===== src/rtl/spi_arb_pkg.sv =====
// spi_arb_pkg: shared FSM state type and counter-width helper for spi_txn_arbiter
package spi_arb_pkg;

  typedef enum logic [2:0] {
    IDLE,
    CS_SETUP,
    SEND,
    WAIT_RX,
    CS_HOLD,
    DONE
  } state_t;

  // Bits needed to count from 0 up to the larger of two cycle limits
  function automatic int cnt_w(input int a, input int b);
    return $clog2((a > b ? a : b) + 1);
  endfunction

endpackage


===== src/rtl/spi_rr_arbiter.sv =====
// spi_rr_arbiter: combinational round-robin pick; the search starts one past the pointer
module spi_rr_arbiter
  import spi_arb_pkg::*;
#(
  parameter int NUM_REQ = 2,
  localparam int PTR_W = $clog2(NUM_REQ)
) (
  input  logic [NUM_REQ-1:0] req_i,
  input  logic [PTR_W-1:0]   ptr_i,
  output logic [NUM_REQ-1:0] gnt_o,
  output logic               valid_o
);

  logic [PTR_W-1:0] k;

  // walk from the farthest candidate to the nearest so the nearest active request wins
  always_comb begin
    gnt_o = '0;
    k = '0;
    for (int i = NUM_REQ; i >= 1; i--) begin
      k = PTR_W'((int'(ptr_i) + i) % NUM_REQ);
      if (req_i[k]) gnt_o = NUM_REQ'(1) << k;
    end
    valid_o = |req_i;
  end

endmodule


===== src/rtl/spi_txn_arbiter.sv =====
// spi_txn_arbiter: shares one byte-level spi_master between NUM_REQ requesters, one
// chip-selected burst per grant, round-robin between bursts, CS setup/hold owned here.
// Define SPI_ARB_WDOG_EN to abort bursts whose requester stalls for WDOG_CLKS in SEND.
module spi_txn_arbiter
  import spi_arb_pkg::*;
#(
  parameter int NUM_REQ       = 2,
  parameter int LEN_W         = 8,
  parameter int CS_SETUP_CLKS = 2,
  parameter int CS_HOLD_CLKS  = 2,
  parameter int WDOG_CLKS     = 255
) (
  input  logic                     i_Clk,
  input  logic                     i_Rst_L,
  input  logic [NUM_REQ-1:0]       i_Req,
  input  logic [NUM_REQ*LEN_W-1:0] i_Req_Len,
  input  logic [NUM_REQ*8-1:0]     i_Req_Byte,
  input  logic [NUM_REQ-1:0]       i_Req_Byte_Valid,
  output logic [NUM_REQ-1:0]       o_Req_Byte_Ready,
  output logic [7:0]               o_Rx_Byte,
  output logic [NUM_REQ-1:0]       o_Rx_DV,
  output logic [NUM_REQ-1:0]       o_Grant,
  output logic [NUM_REQ-1:0]       o_Done,
  output logic [NUM_REQ-1:0]       o_Err,
  output logic [NUM_REQ-1:0]       o_SPI_CS_n,
  output logic [7:0]               o_TX_Byte,
  output logic                     o_TX_DV,
  input  logic                     i_TX_Ready,
  input  logic [7:0]               i_RX_Byte,
  input  logic                     i_RX_DV
);

  localparam int PTR_W = $clog2(NUM_REQ);
  localparam int CNT_W = cnt_w(CS_SETUP_CLKS, CS_HOLD_CLKS);

  state_t               state_q;
  logic [NUM_REQ-1:0]   grant_q;
  logic [PTR_W-1:0]     g_q;
  logic [PTR_W-1:0]     ptr_q;
  logic [LEN_W-1:0]     rem_q;
  logic [CNT_W-1:0]     cnt_q;
  logic [NUM_REQ-1:0]   cs_n_q;
  logic [7:0]           tx_byte_q;
  logic                 tx_dv_q;
  logic [NUM_REQ-1:0]   rdy_q;
  logic [7:0]           rx_byte_q;
  logic [NUM_REQ-1:0]   rx_dv_q;
  logic [NUM_REQ-1:0]   done_q;

  logic [NUM_REQ-1:0]   arb_gnt;
  logic                 arb_valid;
  logic [PTR_W-1:0]     gnt_idx_d;
  logic [LEN_W-1:0]     len_d;
  logic [7:0]           byte_d;
  logic                 valid_d;

`ifdef SPI_ARB_WDOG_EN
  localparam int WDOG_W = cnt_w(WDOG_CLKS, 1);
  logic [WDOG_W-1:0]    wdog_q;
  logic                 err_q;
  logic [NUM_REQ-1:0]   err_out_q;
  assign o_Err = err_out_q;
`else
  assign o_Err = '0;
`endif

  spi_rr_arbiter #(.NUM_REQ(NUM_REQ)) u_arb (
    .req_i   (i_Req),
    .ptr_i   (ptr_q),
    .gnt_o   (arb_gnt),
    .valid_o (arb_valid)
  );

  // index of the arbiter's pick and the granted requester's length, byte and valid
  always_comb begin
    gnt_idx_d = '0;
    for (int i = 0; i < NUM_REQ; i++) if (arb_gnt[i]) gnt_idx_d = PTR_W'(i);
    len_d   = i_Req_Len[int'(gnt_idx_d)*LEN_W +: LEN_W];
    byte_d  = i_Req_Byte[int'(g_q)*8 +: 8];
    valid_d = i_Req_Byte_Valid[g_q];
  end

  // burst FSM with registered outputs; CS falls on grant and rises on entry to DONE
  always_ff @(posedge i_Clk or negedge i_Rst_L) begin
    if (!i_Rst_L) begin
      state_q   <= IDLE;
      grant_q   <= '0;
      g_q       <= '0;
      ptr_q     <= PTR_W'(NUM_REQ-1);
      rem_q     <= '0;
      cnt_q     <= '0;
      cs_n_q    <= '1;
      tx_byte_q <= '0;
      tx_dv_q   <= 1'b0;
      rdy_q     <= '0;
      rx_byte_q <= '0;
      rx_dv_q   <= '0;
      done_q    <= '0;
`ifdef SPI_ARB_WDOG_EN
      wdog_q    <= '0;
      err_q     <= 1'b0;
      err_out_q <= '0;
`endif
    end else begin
      tx_dv_q <= 1'b0;
      rdy_q   <= '0;
      rx_dv_q <= '0;
      done_q  <= '0;
`ifdef SPI_ARB_WDOG_EN
      err_out_q <= '0;
`endif
      case (state_q)
        IDLE: if (arb_valid) begin
          grant_q <= arb_gnt;
          g_q     <= gnt_idx_d;
          rem_q   <= len_d;
          cnt_q   <= '0;
`ifdef SPI_ARB_WDOG_EN
          wdog_q  <= '0;
          err_q   <= 1'b0;
`endif
          if (len_d == '0) state_q <= DONE;
          else begin
            cs_n_q  <= ~arb_gnt;
            state_q <= (CS_SETUP_CLKS > 1) ? CS_SETUP : SEND;
          end
        end
        CS_SETUP: if (cnt_q == CNT_W'(CS_SETUP_CLKS-2)) begin
          cnt_q   <= '0;
          state_q <= SEND;
        end else cnt_q <= cnt_q + CNT_W'(1);
        SEND: if (valid_d && i_TX_Ready) begin
          tx_dv_q   <= 1'b1;
          tx_byte_q <= byte_d;
          rdy_q     <= grant_q;
          state_q   <= WAIT_RX;
`ifdef SPI_ARB_WDOG_EN
          wdog_q    <= '0;
`endif
        end
`ifdef SPI_ARB_WDOG_EN
        else if (!valid_d) begin
          if (wdog_q == WDOG_W'(WDOG_CLKS-1)) begin
            err_q   <= 1'b1;
            cnt_q   <= '0;
            state_q <= CS_HOLD;
          end else wdog_q <= wdog_q + WDOG_W'(1);
        end
`endif
        WAIT_RX: if (i_RX_DV) begin
          rx_byte_q <= i_RX_Byte;
          rx_dv_q   <= grant_q;
          rem_q     <= rem_q - LEN_W'(1);
          cnt_q     <= '0;
          state_q   <= (rem_q == LEN_W'(1)) ? CS_HOLD : SEND;
        end
        CS_HOLD: if (cnt_q == CNT_W'(CS_HOLD_CLKS-1)) begin
          cs_n_q  <= '1;
          state_q <= DONE;
        end else cnt_q <= cnt_q + CNT_W'(1);
        DONE: begin
          done_q  <= grant_q;
          grant_q <= '0;
          ptr_q   <= g_q;
          state_q <= IDLE;
`ifdef SPI_ARB_WDOG_EN
          err_out_q <= err_q ? grant_q : '0;
`endif
        end
        default: state_q <= IDLE;
      endcase
    end
  end

  assign o_Req_Byte_Ready = rdy_q;
  assign o_Rx_Byte        = rx_byte_q;
  assign o_Rx_DV          = rx_dv_q;
  assign o_Grant          = grant_q;
  assign o_Done           = done_q;
  assign o_SPI_CS_n       = cs_n_q;
  assign o_TX_Byte        = tx_byte_q;
  assign o_TX_DV          = tx_dv_q;

endmodule

===== config.mk =====
export PLATFORM = sky130hd
export DESIGN_NAME = spi_txn_arbiter
export DESIGN_NICKNAME = d
export VERILOG_FILES = /design/src/rtl/spi_arb_pkg.sv /design/src/rtl/spi_rr_arbiter.sv /design/src/rtl/spi_txn_arbiter.sv
export SDC_FILE = /design/constraint.sdc
export NUM_CORES = 1
export LEC_CHECK = 0
export CAP_MARGIN = 30
export CELL_PAD_IN_SITES_DETAIL_PLACEMENT = 1
export CELL_PAD_IN_SITES_GLOBAL_PLACEMENT = 1
export CORE_MARGIN = 3
export CORE_UTILIZATION = 34
export CTS_CLUSTER_SIZE = 24
export DETAILED_ROUTE_END_ITERATION = 16
export PLACE_DENSITY = 0.91
export RECOVER_POWER = 50
export SYNTH_ARGS = -nofsm -noshare
export SYNTH_HDL_FRONTEND = slang
export SYNTH_SLANG_ARGS = --single-unit

===== constraint.sdc =====
create_clock -name i_Clk -period 1.75 [get_ports i_Clk]
set_input_delay 0.2625 -clock i_Clk [delete_from_list [all_inputs] [get_ports i_Clk]]
set_output_delay 0.2625 -clock i_Clk [all_outputs]
set_load 0.1 [all_outputs]

Run 1, placement view:
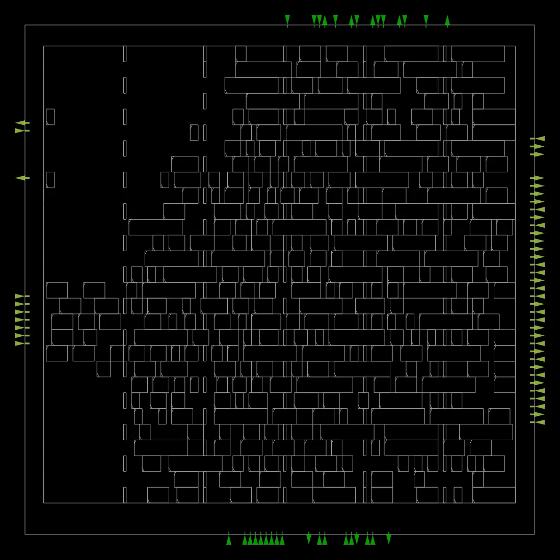
Tap Cells: 77
flop count: 42

Run 1, signal wires on met1:
Drawn at 6 px/um. Supply wires on this layer in gray. Cells faint in the background.
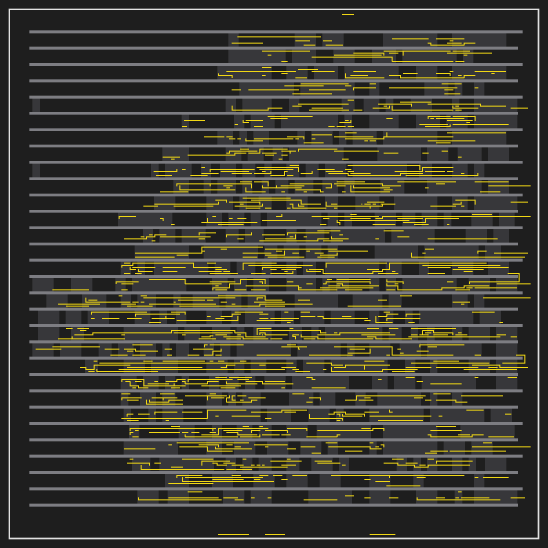
- share of all routed wire: 40%
- main direction: horizontal

Run 1, cell density map:
Drawn at 4 px/um. 9 x 9 tiles, from dark blue (low) to red (high), 0 to 100% covered.
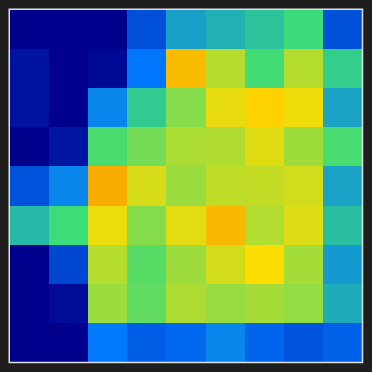
- mean over tiles: 42%
- tiles over 75% full: 4.9%
- fullest tile: 80%
- densest ninth of the die: center
- nearly empty tiles: 14%
- emptiest ninth of the die: north-west
fp_density: 35.6%
Core Area: 0.00642 mm^2
final core utilization: 52.1%

Run 1, cell sizes after repair:
Drawn at 4 px/um.
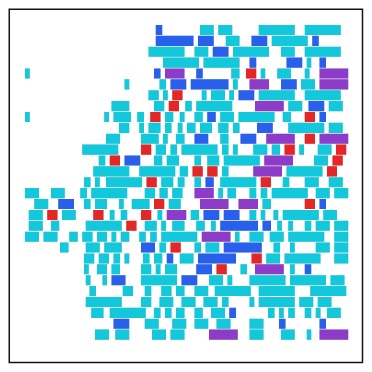
- purple: _6 and larger (cells 17)
- blue: _2 cells (cells 41)
- cyan: _0 and _1 cells (cells 234)
- red: _3 and _4 cells (cells 25)
final instance area: 0.00335 mm^2
Syn-to-layout area delta: 46.6%
Final WS setup: 0.0847 ns
Buffers excl. clock: 96

==> impl_metrics.ini, run 1 <==
; flow metrics
[sta]
period_needed_ns = 1.67
report.final.hold_viol_count = 0
tightest_slew_ns = 1.02
drv_slew = 0
hold_slack_ns = 0.490
min_period_over_period_pct = 95.2
fmax_ghz = 0.600
setup_viol = 0
maxSlewHeadroom_pct = 31.8
grt_setup_unrepaired = false
skew_ns = 0.0110

[job]
log.warning_count = 29
drv_cap = 0

[global_routing]
grt_pass1_wl_um = 11700
grtUsageMet1_pct = 22.7
grt_util_met2_pct = 36.7
grt.busiest_layer = met2
track_usage_pct = 19.8
grt_pass1_vias = 2276
antenna_found_initial = 0
grt-ovfl-total = 0
grt_use_met3_pct = 4.42
grt_max_degree = 27

[clock_tree]
cts-buffers-inserted = 5
cts_htree_levels = 2
path_clk_slew_ns = 0.08
clkLatencyLatePin_ns = 0.30
cts_setup_buffers = 0
clkSinkCount = 42
clockRootBuffer = clkbuf_8
clockBufferDepth = 2
cts_tree = done

[layout]
antenna_cells = 0
num-nets-final = 369
layout-drive-gt1-share_pct = 26.2

[detailed_routing]
routed_via_density = 5.41
drc = 0
first_pass_iters = 4
wl_per_cell_um = 18.9
drt-total-wl_um = 7450
vias = 2132
postRouteAntennaNets = 0
drtIter0Drc = 93

[synthesis]
async_flop_share_pct = 100
synth_cell_type_count = 47
postSynthSeqShare_pct = 46.2
ys_cells = 228
edf_count = 0
ys_chip_area_mm2 = 0.00228
netlist_area_mm2 = 0.00228
ff_type = dfrtp_1
ys_warn_count = 0
avgSynthCellArea_um2 = 10.0
ys_ff = 42
syn_inst = 228

[setup_path]
cp-end-kind = register
crit_type = in -> reg
critPathTopFamily = buffers and inverters
critical_path_arrival_ns = 1.85
critPathSlowestCell = clkdlybuf4s50_1
cp_max_fo = 8
critical_path.max_stage_delay_ns = 0.60
regToRegEndpoint = rem_q[7]$_DFFE_PN0P_
critPathBufInv = 1
r2r-start = state_q[0]$_DFFE_PN0P_
endpoint = rem_q[7]$_DFFE_PN0P_
cp_data_required_time_ns = 1.93
reg2reg_slack_ns = 0.13
cp-start-kind = input pin
worst-path-stages = 5
rr_worst_depth = 3
crit_path_start = i_Req[0]
cp_cell_sequence = clkdlybuf4s50_1, nor2_2, o31a_1, or2_1, o22a_2

[place]
dp_hpwl_um = 5710
gp_congestion = 0.860
io_buffers = 74
place_ws_ns = -0.254
dpl-instance-area_mm2 = 0.00341

[min_path]
worstHoldStart = o_TX_Byte[3]$_DFFE_PN0P_
hp-class = reg -> reg
min_to = o_TX_Byte[3]$_DFFE_PN0P_
hold_depth = 2

[power]
total_leakage_power_nw = 1.51
p_per_area_mw_per_mm2 = 1970
ir_drop_mv = 0.641
p_total_mw = 6.60

[die]
die_y_um = 88.0
io_pins = 77
die_w_um = 88.0
die_area_mm2 = 0.00774
rows = 29

[run_status]
status = finished, final reports clean
==> run 1: registers in the layout, summed over array words and instances (netlist names), 2 cells and up <==
register / flops
o_Rx_Byte: 8
o_TX_Byte: 8
rem_q: 8
state_q: 3
cnt_q: 2
o_Done: 2
o_Grant: 2
o_Req_Byte_Ready: 2
o_Rx_DV: 2
o_SPI_CS_n: 2
==> run 1: timing repair <==
action	4_1_cts	5_1_grt
hold endpoints to repair	13	0
endpoints found under the setup margin	7	10
resized	2	3
hold buffers	1	0
==> run 1: worst register-to-register path, cell delays in order, from the launching register on <==
cell and delay, ns:
dfrtp_1 0.51, o31a_1 0.39, or2_1 0.33, o22a_2 0.28
==> run 1: report_power, final <==
group	switching, mW	internal (mW)	leakage [nW]
clock network	0.342	0.277	0.0450
logic	2.85	1.35	0.949
registers	0.414	1.36	0.511
==> run 1: logic make-up (layout without fill, tap and decap cells) <==
logic type	count (synthesis)	after routing	share of synthesized area, %
adder cells (fa/ha/maj)	5	5	2.74
buffers and inverters	24	112	5.04
multiplexers	30	30	14.0
XOR/XNOR	1	1	0.384
AND-OR/OR-AND	48	48	13.6
AND/OR/NAND/NOR	77	77	17.9
flip-flops	42	42	46.2
other	1	2	0.164
==> run 1: layer usage <==
metal | wire length, um | part of all wire [%] | vias up
met5 | 0 | 0 | -
met4 | 137 | 1.8 | 0
met3 | 427 | 5.7 | 15
met2 | 3940 | 53 | 75
met1 | 2950 | 40 | 1057
li1 | - | - | 985
==> run 1: Yosys cell counts, drive strengths merged, types with 2 or more instances <==
cell type / instances / area share [%]
nor2: 15 / 2.6
nand2: 17 / 2.8
nand3: 3 / 0.66
mux2: 15 / 7.4
or4: 2 / 0.66
clkbuf: 5 / 0.82
a22oi: 2 / 0.66
and3: 2 / 0.55
and3b: 2 / 0.77
o21ai: 19 / 4.2
a21oi: 9 / 2.0
nor3: 7 / 1.5
dfrtp: 39 / 43
nor4: 6 / 1.6
inv: 8 / 1.3
nand3b: 3 / 0.99
dfstp: 3 / 3.5
or2: 2 / 0.55
buf: 11 / 2.9
ha: 5 / 2.7
a32oi: 2 / 0.77
mux2i: 15 / 6.6
nor2b: 5 / 1.4
nor3b: 3 / 0.99
nand2b: 3 / 0.82
o22a: 3 / 1.3
and2: 4 / 1.1
o31ai: 5 / 1.6
==> run 1: cell usage in the layout (no fill, tap or decap), drive strengths merged, types with 8 or more instances in the layout <==
master / count
clkdlybuf4s50: 46
clkbuf: 18
inv: 8
mux2i: 15
o21ai: 19
buf: 37
dfrtp: 39
nor2: 15
mux2: 15
a21oi: 9
nand2: 17
==> run 1: area by class of cell <==
| cell class | count | area (um^2) |
|---|---|---|
| Clock buffer | 6 | 72.6 |
| Clock inverter | 2 | 10.0 |
| Fill cell | 698 | 3070 |
| Inverter | 8 | 30.0 |
| Multi-Input combinational cell | 163 | 1120 |
| Sequential cell | 42 | 1060 |
| Tap cell | 77 | 96.3 |
| Timing Repair Buffer | 96 | 957 |
==> run 1: metrics by stage <==
stage	utilization, %	TNS (ns)	instances
2_1_floorplan	-	0	229
3_3_place_gp	53.1	-1.46	385
3_5_place_dp	53.1	-3.03	385
4_1_cts	54.6	0	394
5_1_grt	52.1	0	394
6_report	52.1	0	394
Run 1, nets reached from selected ports:
Drawn at 4 px/um.
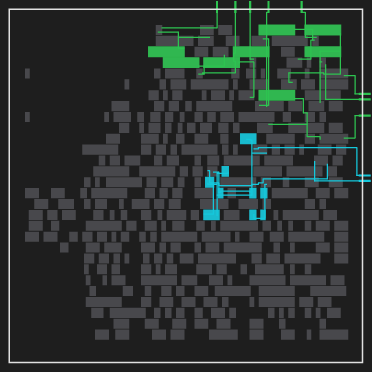

==> inputs of run 2 (changes only) <==
CORE_UTILIZATION = 25   (was 34)
PLACE_DENSITY = 0.75   (was 0.91)
clock period = 1.5 ns   (was 1.75 ns; I/O delays follow)
Run 2, nets reached from selected ports:
Drawn at 4 px/um.
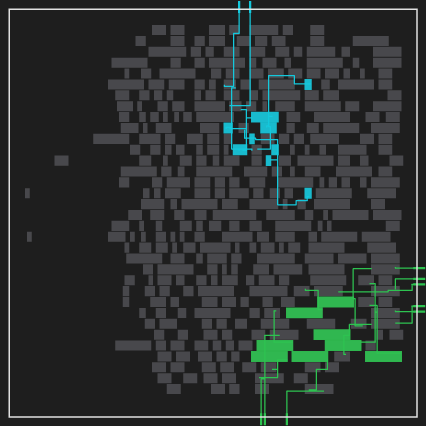
- cyan: i_Req (bits 2; direction input; end cells 9; buffers 4; wire 169 um)
- green: o_Rx_Byte (bits 8; direction output; end cells 8; buffers 8; wire 219 um)
io pins: 77
number of port buffers: 74

==> run 2 against run 1 <==
Net effect: the run now ends with negative setup slack left; sequential power grew about 20%; clock skew shrank 0.0057 ns; critical path type is now reg -> reg; setup slack worse by 0.16 ns; critical path depth unchanged; final area rose by 26%; global-route usage decreased by 3.8 points; first-iteration DRC count grew 31%.
==> impl_metrics.ini, run 2 <==
; flow metrics
[clock_tree]
path_clk_slew_ns = 0.09
clkLatencyLatePin_ns = 0.30
clockBufferDepth = 2
cts-buffers-inserted = 5
clkSinkCount = 42
clockRootBuffer = clkbuf_8
cts_htree_levels = 2
cts_tree = done

[detailed_routing]
vias = 2309
drc = 0
drt-total-wl_um = 8390
drtIter0Drc = 122
first_pass_iters = 4
postRouteAntennaNets = 0
wl_per_cell_um = 18.0
routed_via_density = 4.94

[global_routing]
track_usage_pct = 16.0
grt.busiest_layer = met2
grt_max_degree = 43
grt_pass1_wl_um = 12800
antenna_found_initial = 0
grtUsageMet1_pct = 17.8
grt_use_met3_pct = 3.17
grt_pass1_vias = 2431
grt_util_met2_pct = 30.5
grt-ovfl-total = 0

[synthesis]
synth_cell_type_count = 47
yosysMostFrequentCell = dfrtp_1
ff_type = dfrtp_1
ys_warn_count = 0
async_flop_share_pct = 100
common_cells = dfrtp_1 (39), nand2_1 (17), o21ai_0 (16)
edf_count = 0
yosys.area.top_type = dfrtp_1
syn_inst = 228
top_area_share_pct = 42.7
ys_ff = 42
avgSynthCellArea_um2 = 10.0
netlist_area_mm2 = 0.00228
ys_cells = 228
ys_chip_area_mm2 = 0.00228
synthTopCellsByArea = dfrtp_1 (43%), mux2_2 (7.4%), mux2i_1 (6.6%), o21ai_0 (3.5%), dfstp_2 (3.5%)
postSynthSeqShare_pct = 46.2

[setup_path]
cp_cell_sequence = buf_6, and3b_2, nand2_4, clkbuf_16, mux2_2
critical_path_arrival_ns = 1.76
cp-start-kind = register
worst-path-stages = 5
critPathBufInv = 2
critPathSlowestCell = dfrtp_2
reg2reg_slack_ns = -0.07
cp_data_required_time_ns = 1.68
cp_max_fo = 8
rr_worst_depth = 5
critPathTopFamily = flip-flops
crit_type = reg -> reg
critical_path.max_stage_delay_ns = 0.49
cp-end-kind = register

[place]
dp_hpwl_um = 5760
dpl-instance-area_mm2 = 0.00374
gp_congestion = 0.815
place_ws_ns = -0.497
dp_cells = 442

[sta]
tightest_slew_ns = 0.608
fmax_ghz = 0.636
fin_tns_setup_ns = -1.38
maxSlewHeadroom_pct = 59.4
setup_viol = 28
min_period_over_period_pct = 105
report.final.hold_viol_count = 0
drv_slew = 0
skew_ns = 0.00527
period_needed_ns = 1.57
grt_setup_unrepaired = true
setup_ws_ns = -0.0718

[run_status]
violations = negative setup slack
status = finished, violations left

[die]
coreArea_mm2 = 0.00881
die_w_um = 102
die_area_mm2 = 0.0103
fp-utilization_pct = 25.9
rows = 34
die_y_um = 102

[power]
p_per_area_mw_per_mm2 = 2200
internal-power_mw = 4.65
total_leakage_power_nw = 1.86
p_clk_share_pct = 9.8
pwr-share-comb_pct = 67.1
seq_power_share_pct = 23.1
ir_drop_mv = 1.04
sw_frac_of_total_pct = 49.8
switching_power_mw = 4.61

[layout]
lay_top_count = buf_4
area_delta_synth_final_pct = 84.5
num-nets-final = 411
fin_area_mm2 = 0.00421
final_cell_mix = buf_4 (45), clkdlybuf4s50_1 (44), dfrtp_1 (37)
layoutNonFillerInstCount = 467
antenna_cells = 0
layout-drive-gt1-share_pct = 44.6

[job]
log.warning_count = 32
drv_cap = 0

[min_path]
hp-class = reg -> reg
hold_depth = 2
[run 2: cell counts after synthesis]
Identical to the previous run, type by type.
[run 2: per-layer routing]
metal | vias to the layer above | wire length, um | part of all wire, %
met2 | 63 | 4640 | 55
met4 | 0 | 136 | 1.6
met3 | 13 | 352 | 4.2
met1 | 1164 | 3260 | 39
met5 | - | 0 | 0
li1 | 1069 | - | -
[run 2: final timing paths]
kind	startpoint	endpoint
setup reg to reg	state_q[1]$_DFFE_PN0P_	o_Rx_Byte[5]$_DFFE_PN0P_
hold reg to reg	o_SPI_CS_n[0]$_DFFE_PN1P_	o_SPI_CS_n[0]$_DFFE_PN1P_
max in group asynchronous	i_Rst_L	state_q[2]$_DFFE_PN0P_
setup / recovery	state_q[1]$_DFFE_PN0P_	o_Rx_Byte[5]$_DFFE_PN0P_
hold / removal	o_SPI_CS_n[0]$_DFFE_PN1P_	o_SPI_CS_n[0]$_DFFE_PN1P_
min in group asynchronous	i_Rst_L	o_Rx_Byte[6]$_DFFE_PN0P_
[run 2: area by class of cell]
cell class              count  area [um^2]
clock buffers               6         72.6
repair buffers            138         1580
fillers                   937         4590
clock inverters             2         37.5
multi-input cells         163         1300
inverters                   8         30.0
well taps                 108          135
flip-flops and latches     42         1060
[run 2: power groups by stage]
| stage | sequential (mW) | clock, mW | combinational, mW |
|---|---|---|---|
| final | 2.14 | 0.907 | 6.22 |
| after detailed placement | 2.10 | 0 | 5.62 |
| after floorplan | 3.99 | 0 | 1.43 |
| after global placement | 2.07 | 0 | 5.52 |
| after CTS | 2.09 | 0.929 | 5.93 |
| after global routing | 2.20 | 0.978 | 6.50 |
[run 2: worst register-to-register path, stage by stage, from the launching register on]
cell and delay, ns:
dfrtp_2 0.49, buf_6 0.15, and3b_2 0.25, nand2_4 0.11, clkbuf_16 0.14, mux2_2 0.32
[run 2: per-stage QoR]
stage                     total power [mW]  utilization [%]  hold WS, ns
after floorplan                       5.43                -      -0.0706
after global placement                7.59             42.5        0.220
after detailed placement              7.73             42.5        0.222
after CTS                             8.96             46.1        0.442
after global routing                  9.68             47.9        0.538
final                                 9.27             47.9        0.495
[run 2: cell families (layout without fill, tap and decap cells)]
kind of cell               after synthesis  count (layout)  synth area share, %
other                                    1               2                0.164
and+or+nand+nor                         77              77                 17.9
adders and majority gates                5               5                 2.74
buffers and inverters                   24             154                 5.04
xor gates and xnor gates                 1               1                0.384
muxes                                   30              30                 14.0
AOI/OAI and AO/OA                       48              48                 13.6
DFF                                     42              42                 46.2
[run 2: what timing repair did]
item,in CTS,in global routing
setup endpoints to repair,36,35
setup buffers,10,3
cloned,2,1
hold buffers,1,0
pin swaps,9,5
gates resized,40,30
endpoints found under the hold margin,39,0
Run 2, signal wires on met1:
Drawn at 6 px/um. Supply wires on this layer in gray. Cells faint in the background.
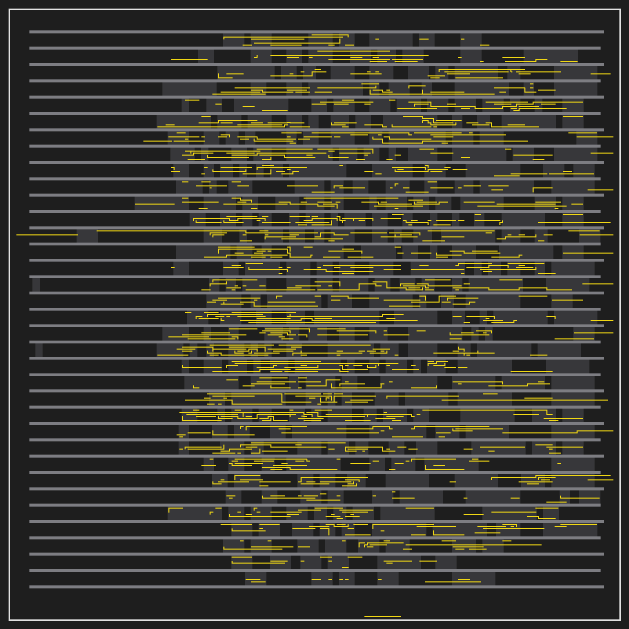

==> inputs of run 3 (changes only) <==
PLACE_DENSITY = 0.73   (was 0.75)
SKIP_LAST_GASP = 1   (was not set)
clock period = 2 ns   (was 1.5 ns; I/O delays follow)
Run 3, signal wires on met1:
Drawn at 6 px/um. Supply wires on this layer in gray. Cells faint in the background.
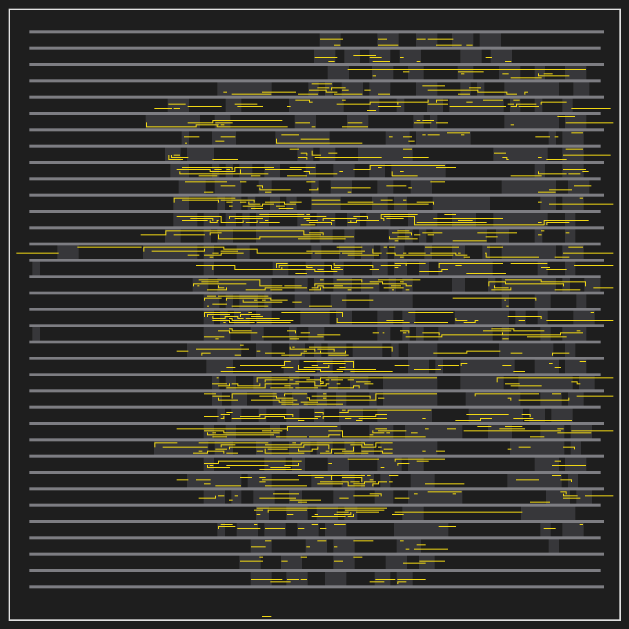
- share of all routed wire: 41%
- nets with wire on the layer: 320

==> run 3 against run 2 <==
Net effect: the run now ends clean; utilization shrank 11 points; critical path depth grew 1; first-iteration DRC count shrank 21%; hold slack lost 0.22 ns; global-route usage shrank 3.1 points; critical endpoint is now o_SPI_CS_n[0]$_DFFE_PN1P_; wire length shrank 23%; clock power shrank 42%; via count shrank 12%; count of clock-buffer cells in the layout is the same; sequential share of layout area grew 7.5 points; final cell count shrank 9.4%; non-clock buffer count shrank 44.
==> impl_metrics.ini, run 3 <==
; flow metrics
[setup_path]
critPathBufInv = 2
critPathTopFamily = simple AND/OR/NAND/NOR gates
rr_worst_depth = 6
cp_cell_sequence = nor2b_1, nor4_1, buf_4, nand3_1, buf_4, mux2i_1
critPathSlowestCell = dfrtp_1
critical_path_arrival_ns = 1.98
critical_path.max_stage_delay_ns = 0.54
cp_max_fo = 15

[power]
sw_frac_of_total_pct = 55.6
internal-power_mw = 2.40
switching_power_mw = 3.01
ir_drop_mv = 0.524
p_per_area_mw_per_mm2 = 1670
seq_power_share_pct = 27.3
total_leakage_power_nw = 1.45
p_clk_share_pct = 9.8

[synthesis]
ys_ff = 42
ff_type = dfrtp_1
ys_cells = 228
synthXorXnorAreaFrac_pct = 0.384
netlist_area_mm2 = 0.00228
adder_share_pct = 2.74
postSynthSeqShare_pct = 46.2
yosys.area_share.aoi_pct = 13.6
yosysMostFrequentCell = dfrtp_1
edf_count = 0
synthTopCellsByArea = dfrtp_1 (43%), mux2_2 (7.4%), mux2i_1 (6.6%), o21ai_0 (3.5%), dfstp_2 (3.5%)
ys_chip_area_mm2 = 0.00228
common_cells = dfrtp_1 (39), nand2_1 (17), o21ai_0 (16)

[global_routing]
grt_max_degree = 43
grt-ovfl-total = 0
antenna_found_initial = 0
grt_pass1_vias = 2099

[detailed_routing]
wl_per_cell_um = 15.2
vias = 2023
highest_layer = met4
first_pass_iters = 4
drc = 0
drt-total-wl_um = 6450

[sta]
min_period_over_period_pct = 88.5
setup_viol = 0
setup_ws_ns = 0.231
skew_ns = 0.0114
drv_slew = 0
maxSlewHeadroom_pct = 29.7
report.final.hold_viol_count = 0
period_needed_ns = 1.77

[layout]
final_cell_mix = clkdlybuf4s50_1 (46), dfrtp_1 (39), buf_4 (33)
area_delta_synth_final_pct = 41.6

[clock_tree]
cts-buffers-inserted = 5
clkLatencyLatePin_ns = 0.29
clockRootBuffer = clkbuf_8
clkSinkCount = 42
clockBufferDepth = 2
cts_tree = done

[place]
io_buffers = 74
dp_hpwl_um = 5060
gp_congestion = 0.819

[die]
fp-utilization_pct = 25.9
rows = 34
coreArea_mm2 = 0.00881

[run_status]
status = finished, final reports clean
## run 3: cell counts after synthesis
No cell type changed its count.
## run 3: worst paths after layout
path / startpoint / slack (ns) / endpoint
max in group asynchronous: i_Rst_L / 1.08 / o_TX_Byte[3]$_DFFE_PN0P_
setup / recovery: state_q[2]$_DFFE_PN0P_ / 0.23 / o_SPI_CS_n[0]$_DFFE_PN1P_
hold / removal: i_Rst_L / 0.28 / o_Rx_Byte[6]$_DFFE_PN0P_
min in group i_Clk: o_TX_Byte[2]$_DFFE_PN0P_ / 0.48 / o_TX_Byte[2]$_DFFE_PN0P_
hold reg to reg: o_TX_Byte[2]$_DFFE_PN0P_ / 0.48 / o_TX_Byte[2]$_DFFE_PN0P_
setup reg to reg: state_q[2]$_DFFE_PN0P_ / 0.23 / o_SPI_CS_n[0]$_DFFE_PN1P_
## run 3: through the flow
stage	std cells	TNS (ns)	total power [mW]	util (%)
2_1_floorplan	229	0	4.02	-
3_3_place_gp	415	0	4.88	36.1
3_5_place_dp	415	-0.0625	4.95	36.1
4_1_cts	423	0	5.51	37.1
5_1_grt	423	0	5.74	36.7
6_report	423	0	5.41	36.7
## run 3: per-layer routing
metal  vias to the layer above  global-route usage, %
li1                        987                      -
met1                       977                   15.6
met2                        52                   23.2
met3                         7                   2.69
met4                         0                   2.86
met5                         -                      0
## run 3: area by class of cell
type,instances,area (um^2)
tap,108,135
multi-input combinational,163,1120
sequential,42,1050
fill,1017,5570
clock inverter,2,10.0
inverter,8,30.0
clock buffer,6,72.6
timing repair buffer,94,813
## run 3: power by group through the flow
stage	clock network, mW	logic [mW]	registers, mW
detailed placement	0	3.46	1.49
finish	0.528	3.41	1.47
CTS	0.554	3.48	1.48
global placement	0	3.40	1.48
global route	0.592	3.62	1.52
floorplan	0	1.03	2.99
## run 3: logic make-up after synthesis
kind of cell	count (synthesis)
AND/OR/NAND/NOR	77
AND-OR/OR-AND	48
flip-flops	42
multiplexers	30
buffers and inverters	24
adder cells (fa/ha/maj)	5
other	1
XOR/XNOR	1
## run 3: worst reg2reg max path, stage by stage (launching register included)
cell and delay (ns):
dfrtp_1 0.54, nor2b_1 0.23, nor4_1 0.35, buf_4 0.19, nand3_1 0.09, buf_4 0.15, mux2i_1 0.14
Power is estimated from default activity; no workload was simulated.
